File: src/rtl/rx_block_lock_descrambler.sv
// rx_block_lock_descrambler: 64b/66b sync-header block lock with gearbox slip requests,
// plus x^58+x^39+1 self-synchronizing descrambler forwarding blocks while locked.
module rx_block_lock_descrambler #(
    parameter int PCS_DATA_WIDTH   = 66,
    parameter int SH_CNT_MAX       = 64,
    parameter int SH_INVLD_MAX     = 16,
    parameter int SLIP_WAIT_BLOCKS = 8
) (
    input  logic                      clk,
    input  logic                      rst,
    input  logic [PCS_DATA_WIDTH-1:0] rx_block_in,
    input  logic                      rx_block_valid_in,
    output logic                      slip_out,
    output logic                      block_lock_out,
    output logic [PCS_DATA_WIDTH-1:0] encoded_data_out,
    output logic                      encoded_valid_out
);
    localparam int PW = PCS_DATA_WIDTH - 2;
    typedef enum logic [1:0] {UNLOCKED, SLIP_WAIT, LOCKED} state_t;
    state_t state, state_n;
    logic [6:0] sh_cnt, sh_cnt_n, cnt_inc;
    logic [4:0] sh_invld_cnt, sh_invld_cnt_n, invld_inc;
    logic [57:0] s;
    logic [PW+57:0] ext;
    logic [PW-1:0] payload;
    logic [1:0] hdr;
    logic hdr_ok, slip_n;
    assign hdr = rx_block_in[PCS_DATA_WIDTH-1 -: 2];
    assign hdr_ok = ^hdr;
    assign cnt_inc = sh_cnt + 7'd1;
    assign invld_inc = sh_invld_cnt + {4'b0, ~hdr_ok};
    // ext[58+i] is c[i]; ext[58-k] is the bit k positions before c[0]
    assign ext = {rx_block_in[PW-1:0], s};
    always_comb begin
        payload = '0;
        for (int i = 0; i < PW; i++) payload[i] = ext[58+i] ^ ext[19+i] ^ ext[i];
    end
    always_comb begin
        state_n = state;
        sh_cnt_n = sh_cnt;
        sh_invld_cnt_n = sh_invld_cnt;
        slip_n = 1'b0;
        if (rx_block_valid_in) begin
            sh_cnt_n = cnt_inc;
            case (state)
                UNLOCKED: begin
                    if (!hdr_ok) begin
                        slip_n = 1'b1;
                        state_n = SLIP_WAIT;
                        sh_cnt_n = '0;
                    end else if (cnt_inc == 7'(SH_CNT_MAX)) begin
                        state_n = LOCKED;
                        sh_cnt_n = '0;
                    end
                end
                SLIP_WAIT: begin
                    if (cnt_inc == 7'(SLIP_WAIT_BLOCKS)) begin
                        state_n = UNLOCKED;
                        sh_cnt_n = '0;
                    end
                end
                LOCKED: begin
                    sh_invld_cnt_n = invld_inc;
                    if (invld_inc == 5'(SH_INVLD_MAX)) begin
                        slip_n = 1'b1;
                        state_n = SLIP_WAIT;
                        sh_cnt_n = '0;
                        sh_invld_cnt_n = '0;
                    end else if (cnt_inc == 7'(SH_CNT_MAX)) begin
                        sh_cnt_n = '0;
                        sh_invld_cnt_n = '0;
                    end
                end
                default: state_n = UNLOCKED;
            endcase
        end
    end
    always_ff @(posedge clk) begin
        if (rst) begin
            state <= UNLOCKED;
            sh_cnt <= '0;
            sh_invld_cnt <= '0;
            s <= '0;
            slip_out <= 1'b0;
            block_lock_out <= 1'b0;
            encoded_data_out <= '0;
            encoded_valid_out <= 1'b0;
        end else begin
            state <= state_n;
            sh_cnt <= sh_cnt_n;
            sh_invld_cnt <= sh_invld_cnt_n;
            slip_out <= slip_n;
            block_lock_out <= state_n == LOCKED;
            encoded_valid_out <= rx_block_valid_in && state == LOCKED;
            if (rx_block_valid_in) begin
                s <= rx_block_in[PW-1:PW-58];
                if (state == LOCKED) encoded_data_out <= {hdr, payload};
            end
        end
    end
endmodule

File: config.mk
export PLATFORM = sky130hd
export DESIGN_NAME = rx_block_lock_descrambler
export DESIGN_NICKNAME = d
export VERILOG_FILES = /design/src/rtl/rx_block_lock_descrambler.sv
export SDC_FILE = /design/constraint.sdc
export NUM_CORES = 1
export LEC_CHECK = 0
export CAP_MARGIN = 20
export CORE_ASPECT_RATIO = 0.8
export CORE_UTILIZATION = 55
export DETAILED_ROUTE_END_ITERATION = 10
export GPL_TIMING_DRIVEN = 0
export PLACE_DENSITY = 0.86
export SLEW_MARGIN = 20
export SYNTH_ARGS = -nofsm -noshare
export SYNTH_HDL_FRONTEND = slang
export SYNTH_SLANG_ARGS = --single-unit
File: constraint.sdc
create_clock -name clk -period 5.5 [get_ports clk]
set_input_delay 0.55 -clock clk [delete_from_list [all_inputs] [get_ports clk]]
set_output_delay 0.55 -clock clk [all_outputs]
set_load 0.01 [all_outputs]
==> run_1/m2.png <==
(3 px per um)
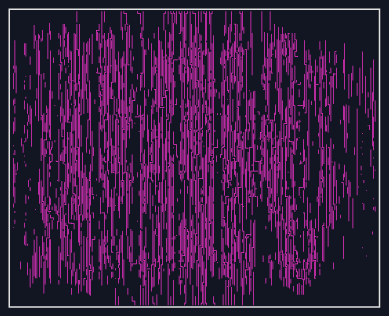
wire length on this layer = 9410 um
main direction = vertical
nets with wire on the layer = 842
longest straight run = 51.0 um
share of all routed wire = 46%
wire length after detailed routing: 20.5 mm
detailed-route via count: 6037
GRT met2 Usage: 55.4%

==> run_1/floorplan.png <==
(3 px per um) Pins as bars on the die edge.
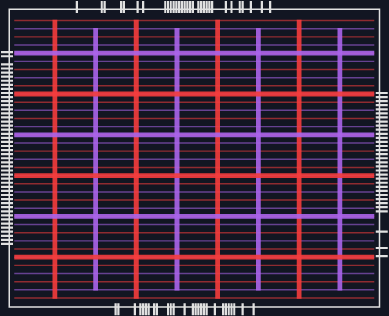
VSS -> red
VDD -> purple
met1 rails = 35
met4 straps = 8

==> ds_physical_params.txt, run 1 <==
Summary of implementation characteristics

Parameter                              Value

Outcome
  Run status    completed

Logic synthesis
  Sequential fraction of the synthesis area    between 40% and 50%
  Cell area after technology mapping    between 6000 and 7000 um^2
  Count of unique library cells instantiated by Yosys    38
  Primary FF master, synth    dfxtp_1
  FFs w/ async S/R, synth    0%
  Area reported by Yosys stat    approximately 6400 um^2
  Number of storage elements in the synthesis netlist    141
  Cell count listed in synth_stat.txt    741
  Synthesized netlist cell count    about 740
  Warning count from the yosys run    0
  Number of synthesized flops with an enable pin    0

Worst hold path
  Hold Path Sink    encoded_data_out[9]$_SDFFE_PP0P_
  Path type of the worst min-delay path    reg -> reg
  Worst hold path cell count    2

Clock network
  Number of buffers on the longest clock path    2
  Clock root buffer    clkbuf_16
  Clock tree from TritonCTS    built
  Clock-pin slew on the worst setup and hold paths    around 60 ps
  Number of resized instances in the post-cts repair step    0
  CTS hold repair buffers    0
  Number of levels the H-tree was split into    4

Placed design
  Routability-driven placement congestion ratio    ~0.96
  Placed wire-length estimate after detailed placement    ~15 mm
  Post-DP Area    between 7000 and 8000 um^2
  I/O Buffers    around 140

STA
  Number of setup violations in the final report    0
  Worst setup margin    2850 ps
  Final TNS setup    0 ps
  Headroom to the max-slew limit    51.5%
  Number of max-slew violations in the final report    0
  Final worst path period need    around 2600 ps
  Tcrit/Tclk final    approximately half

Floorplanning
  Die Wd    ~120 um
  Die Y    approximately 99 um

Worst setup path
  Data arrival, critical path    a little under 3000 ps
  Startpoint of the lowest-slack register-to-register path    sh_invld_cnt[0]$_SDFFE_PP0P_
  Kind of start point of the critical path    input port
  Worst-path fanout max    5
  Worst Setup End Kind    flip-flop
  Worst Path Class, Setup    in -> reg

Layout
  Post-synthesis to final-layout area growth    33.7%
  Layout fillers    727
  Antenna Cells    0
  Finished Core Util    around 77%

GRT
  Overall routing resource usage    34.9%
  Wire length of the first global-routing pass    31.5 mm

Pwr
  Static leakage    a little over 0.003 uW
  PnR Total Power    between 2000 and 3000 uW

Routing
  Number of nets still failing antenna checks after routing    0
  Routed wire length per instance    roughly 20 um

Run
  Log Warnings    26
==> run_1/clock_nets.png <==
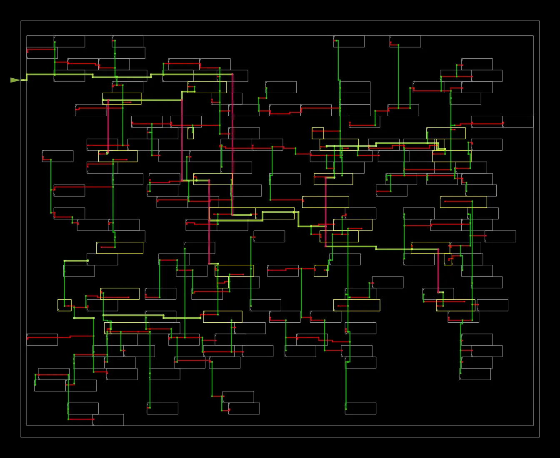
clock latency at the later pin of the worst-skew pair: 420 ps
Setup Skew: 5.87 ps
power attributed to the clock group: 1240 uW
count of clock tree sinks: 141
number of clock buffers inserted by TritonCTS: 17

==> run_1/util_map.png <==
(3 px per um) 12 x 10 tiles, from black (low) to pale yellow (high), 0 to 100% covered.
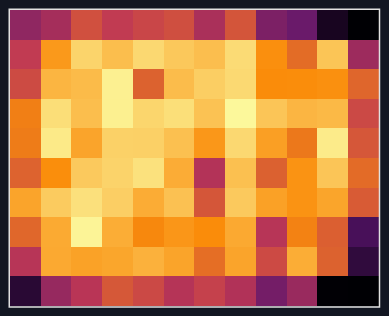
emptiest ninth of the die = lower right
fullest tile = 98%
mean over tiles = 69%
nearly empty tiles = 2.5%

run 1: cell families after synthesis:
| family | after synthesis | share of synthesized area (%) |
|---|---|---|
| buffers and inverters | 43 | 2.74 |
| DFF | 141 | 43.9 |
| adders and majority gates | 3 | 0.584 |
| xor gates and xnor gates | 131 | 17.8 |
| muxes | 59 | 9.18 |
| AOI/OAI and AO/OA | 111 | 9.67 |
| and+or+nand+nor | 253 | 16.1 |
run 1: cell usage after synthesis (all sizes together), types with 3 or more instances:
master | count | area, um^2
xnor2 | 130 | 1140
dfxtp | 141 | 2820
and3 | 3 | 18.8
a211oi | 4 | 30.0
o22ai | 3 | 18.8
nand2 | 148 | 556
nand4 | 5 | 31.3
o21ai | 10 | 53.8
a21o | 4 | 30.0
nor2 | 70 | 263
ha | 3 | 37.5
buf | 13 | 63.8
nand3 | 8 | 40.0
mux2i | 59 | 591
clkbuf | 28 | 105
a21oi | 83 | 419
and2 | 4 | 25.0
nor2b | 3 | 18.8
run 1: state kept, by name, summed over array words and instances, names as in the netlist:
name,flops
state,2
encoded_valid_out,1
sh_invld_cnt,5
encoded_data_out,66
block_lock_out,1
slip_out,1
sh_cnt,7
s,58
run 1: stage by stage:
stage	hold WS, ps	instances
3_3_place_gp	441	1021
3_5_place_dp	443	1021
5_1_grt	466	1051
6_report	453	1051
2_1_floorplan	436	741
4_1_cts	454	1051
run 1: power by group:
group	internal [uW]	leakage [uW]	switching, uW	total [uW]
Combinational	158	0.00160	166	324
Sequential	1050	0.00115	31.5	1080
Clock	800	0.000299	438	1240
run 1: final cells by class:
class / count / area [um^2] / area share, %
clock inverter: 11 / 193 / 2.24
timing repair buffer: 136 / 1360 / 15.8
multi-input combinational: 557 / 3430 / 39.9
clock buffer: 19 / 433 / 5.03
buffer: 41 / 169 / 1.96
sequential: 141 / 2820 / 32.8
tap: 144 / 180 / 2.10
inverter: 2 / 7.51 / 0.0873
run 1: per-layer routing:
layer / up-vias / routed length (um) / track usage [%]
met5: - / 0 / 0
met3: 61 / 1840 / 6.94
met4: 0 / 673 / 15.8
li1: 2747 / - / -
met1: 2852 / 8550 / 45.9
met2: 377 / 9410 / 55.4
run 1: worst max-delay path, cell delays in order:
cell and delay (ps):
clkdlybuf4s50_1 450, xnor2_1 310, ha_1 280, ha_1 260, nand3_1 110, or3_1 330, o21ai_2 140, a21oi_1 110
o21ai_0 230, a211oi_1 140
run 1: cell usage in the layout (no fill, tap or decap), drive strengths merged, types with 2 or more instances in the layout:
master and n:
o22ai 3, nor2 70, nand2b 2, and2 4
nand2 148, ha 3, a21o 4, bufinv 5
o21ai 10, a21oi 83, nand3 8, inv 3
a211oi 4, mux2i 59, or3 2, clkinvlp 2
and3 3, clkinv 3, nor2b 3, clkbuf 47
a211o 2, clkdlybuf4s50 136, dfxtp 141, buf 13
a31oi 2, nand4b 2, nand4 5, nor3 2
xnor2 130
==> run_1/ff_map.png <==
(3 px per um)
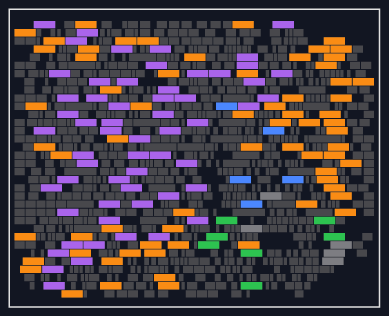

==> run 2, diff against run 1 <==
CORE_UTILIZATION = 46   (was 55)
PLACE_DENSITY = 0.76   (was 0.86)
clock period = 2.1 ns   (was 5.5 ns; I/O delays follow)
==> run_2/ff_map.png <==
(3 px per um)
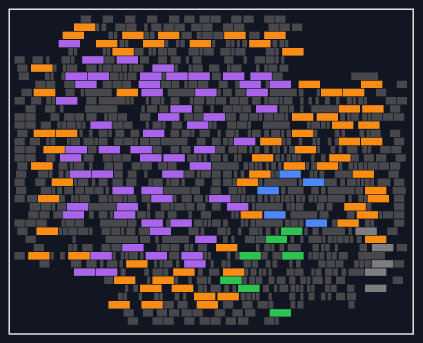
sh_cnt -> green  # placed flops 7
s -> purple  # placed flops 58
encoded_data_out -> orange  # placed flops 66, where widely spread
sh_invld_cnt -> blue  # placed flops 5
not colored = 5
power drawn by the sequential cells: 2820 uW
fraction of area in registers: 32.4%
register area: 2820 um^2
Finished Core Util: 64.0%

==> run_2/util_map.png <==
(3 px per um) 13 x 11 tiles, from black (low) to pale yellow (high), 0 to 100% covered.
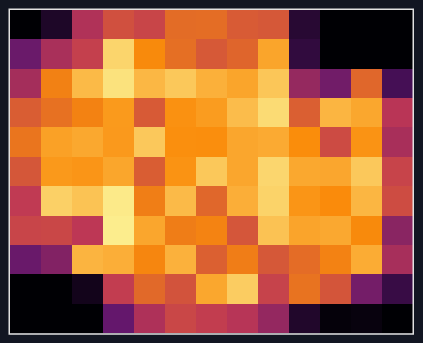
emptiest ninth of the die = upper right
fullest tile = 96%
tiles over 75% full = 39%

==> run_2/clock_nets.png <==
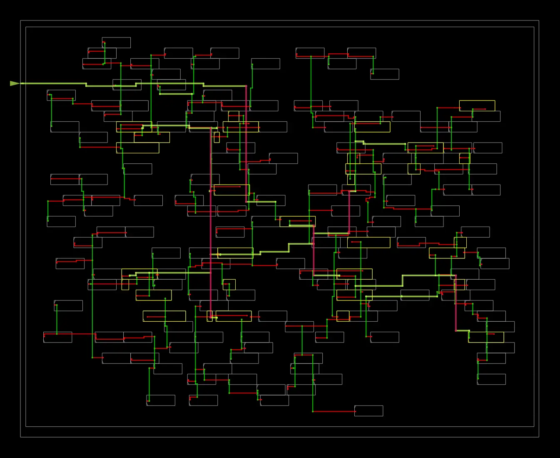
Setup Skew: 8.31 ps
number of sequential cells: 141
final-layout clock buffer total: 19
power attributed to the clock group: 3080 uW

==> run 2 against run 1 <==
  * Hold slack lost 330 ps
  * Sequential share of layout area decreased by 0.39 points
  * Critical path type is now reg -> reg
  * Area after synthesis unchanged
  * Flip-flop count is the same
  * Largest power group unchanged
  * Cell area is 1.2% higher
  * Non-clock buffer count up 3
  * Routed wire length decreased by 7.3%
  * Die size is 19% higher
==> ds_physical_params.txt, run 2 <==
Summary of implementation characteristics

Parameter                              Value

Routing
  Wire length after detailed routing    about 19 mm
  Routed wire length per instance    17.4 um

Logic synthesis
  Area reported by Yosys stat    about 6400 um^2
  Primary FF master, synth    dfxtp_1
  Cell area after technology mapping    6430 um^2
  Top-area cell share    43.9%
  Cell count listed in synth_stat.txt    roughly 740
  Biggest area consumer among synthesized cells    dfxtp_1
  Post-synthesis cell type with the largest instance count    nand2_1
  Warning count from the yosys run    0
  FFs w/ async S/R, synth    0%
  Ranking of synthesized cells by instance count    148 x nand2_1, 141 x dfxtp_1, 130 x xnor2_1
  Number of storage elements in the synthesis netlist    approximately 140
  Synthesized netlist cell count    roughly 740
  Count of unique library cells instantiated by Yosys    38

STA
  Tcrit/Tclk final    roughly nine tenths
  Headroom to the max-slew limit    between 50% and 60%

Layout
  Most frequent cells in the layout    148 x nand2_1, 141 x dfxtp_1, 134 x clkdlybuf4s50_1
  Post-synthesis to final-layout area growth    35.3%
  Layout fillers    about 1200
  Footprint of the multi-input gates    roughly 3500 um^2
  Most common library cell in the layout ignoring fill and taps    nand2_1

Clock network
  Count of clock tree sinks    around 140
  Number of buffers on the longest clock path    2
  Number of levels the H-tree was split into    4
  Clock root buffer    clkbuf_16

Worst setup path
  CP top delay family    AND-OR/OR-AND gates
  Kind of start point of the critical path    flip-flop
  Data arrival, critical path    2200 ps
  Slowest stage cell, crit path    or3_4
  Critical path's largest stage delay    360 ps
  Cell depth of the worst setup path    8

Worst hold path
  Worst hold path cell count    3

Placed design
  Routability-driven placement congestion ratio    0.879

Pwr
  Static leakage    around 0.0031 uW
  Internal Dissipation    roughly 5000 uW
  Proportion of power drawn by the clock network    between 40% and 50%

Outcome
  Run status    completed

Run
  Log Warnings    26
[run 2: netlist changes by cell type in the layout (fill, tap and decap cells not counted), moves of 2 or more]
cell and delta:
ha_1 -2, bufinv_16 -2, clkdlybuf4s50_1 -2, clkinv_4 +2, buf_4 +3, clkbuf_1 -2, dlymetal6s2s_1 +2, clkbuf_2 +2
o21ai_1 +2, o21ai_0 -3
[run 2: worst max path at each step]
stage | end | from | slack, ps
finish | sh_cnt[4]$_SDFFE_PP0P_ | sh_invld_cnt[0]$_SDFFE_PP0P_ | 190
global route | state[0]$_SDFF_PP0_ | sh_invld_cnt[0]$_SDFFE_PP0P_ | 90
CTS | sh_cnt[3]$_SDFFE_PP0P_ | rx_block_in[64] | 6
detailed placement | sh_cnt[5]$_SDFFE_PP0P_ | rx_block_in[65] | -590
global placement | sh_cnt[5]$_SDFFE_PP0P_ | rx_block_in[65] | -560
floorplan | block_lock_out$_SDFF_PP0_ | rx_block_in[65] | 230
[run 2: tightest hold or removal path: cells and delay by family]
kind / cells / cell delay, ps
AND/OR/NAND/NOR: 1 / 70
buffers and inverters: 1 / 160
AND-OR/OR-AND: 1 / 50
[run 2: cells by family (layout without fill, tap and decap cells)]
| kind of cell | count (synthesis) | in the layout | share of synthesized area, % |
|---|---|---|---|
| XOR/XNOR | 131 | 131 | 17.8 |
| multiplexers | 59 | 59 | 9.18 |
| AND/OR/NAND/NOR | 253 | 253 | 16.1 |
| AND-OR/OR-AND | 111 | 111 | 9.67 |
| flip-flops | 141 | 141 | 43.9 |
| buffers and inverters | 43 | 214 | 2.74 |
| adder cells (fa/ha/maj) | 3 | 3 | 0.584 |
[run 2: cell type report]
type	instances	share of cell area [%]
Buffer	41	1.97
Clock buffer	19	4.98
Clock inverter	13	1.91
Inverter	2	0.0863
Multi-Input combinational cell	557	40.1
Sequential cell	141	32.4
Tap cell	180	2.59
Timing Repair Buffer	139	16.0
[run 2: power by group through the flow]
stage	combinational, uW	clock (uW)	sequential, uW
finish	840	3080	2820
global placement	799	0	2880
CTS	823	3090	2820
global route	895	3210	2830
detailed placement	807	0	2880
floorplan	500	0	2860
[run 2: per-stage QoR]
stage,cells,cell area [um^2],total power (uW),util [%],TNS (ps)
2_1_floorplan,741,6430,3360,-,0
5_1_grt,1092,8700,6940,64.0,0
4_1_cts,1090,8670,6730,63.7,0
6_report,1092,8700,6750,64.0,0
3_3_place_gp,1057,8020,3680,59.0,-9190
3_5_place_dp,1057,8020,3690,59.0,-9750
[run 2: routing by layer]
metal / share of wire [%] / global-route usage, %
met3: 7.5 / 6.07
met5: 0 / 0
met4: 1.7 / 8.11
met2: 45 / 42.9
met1: 46 / 37.9
[run 2: repair_timing]
action                                  CTS  global route
pin swaps                                 4             5
setup buffers                             1             2
gates resized                            10             9
endpoints found under the setup margin   11            15
Power is estimated from default activity; no workload was simulated.
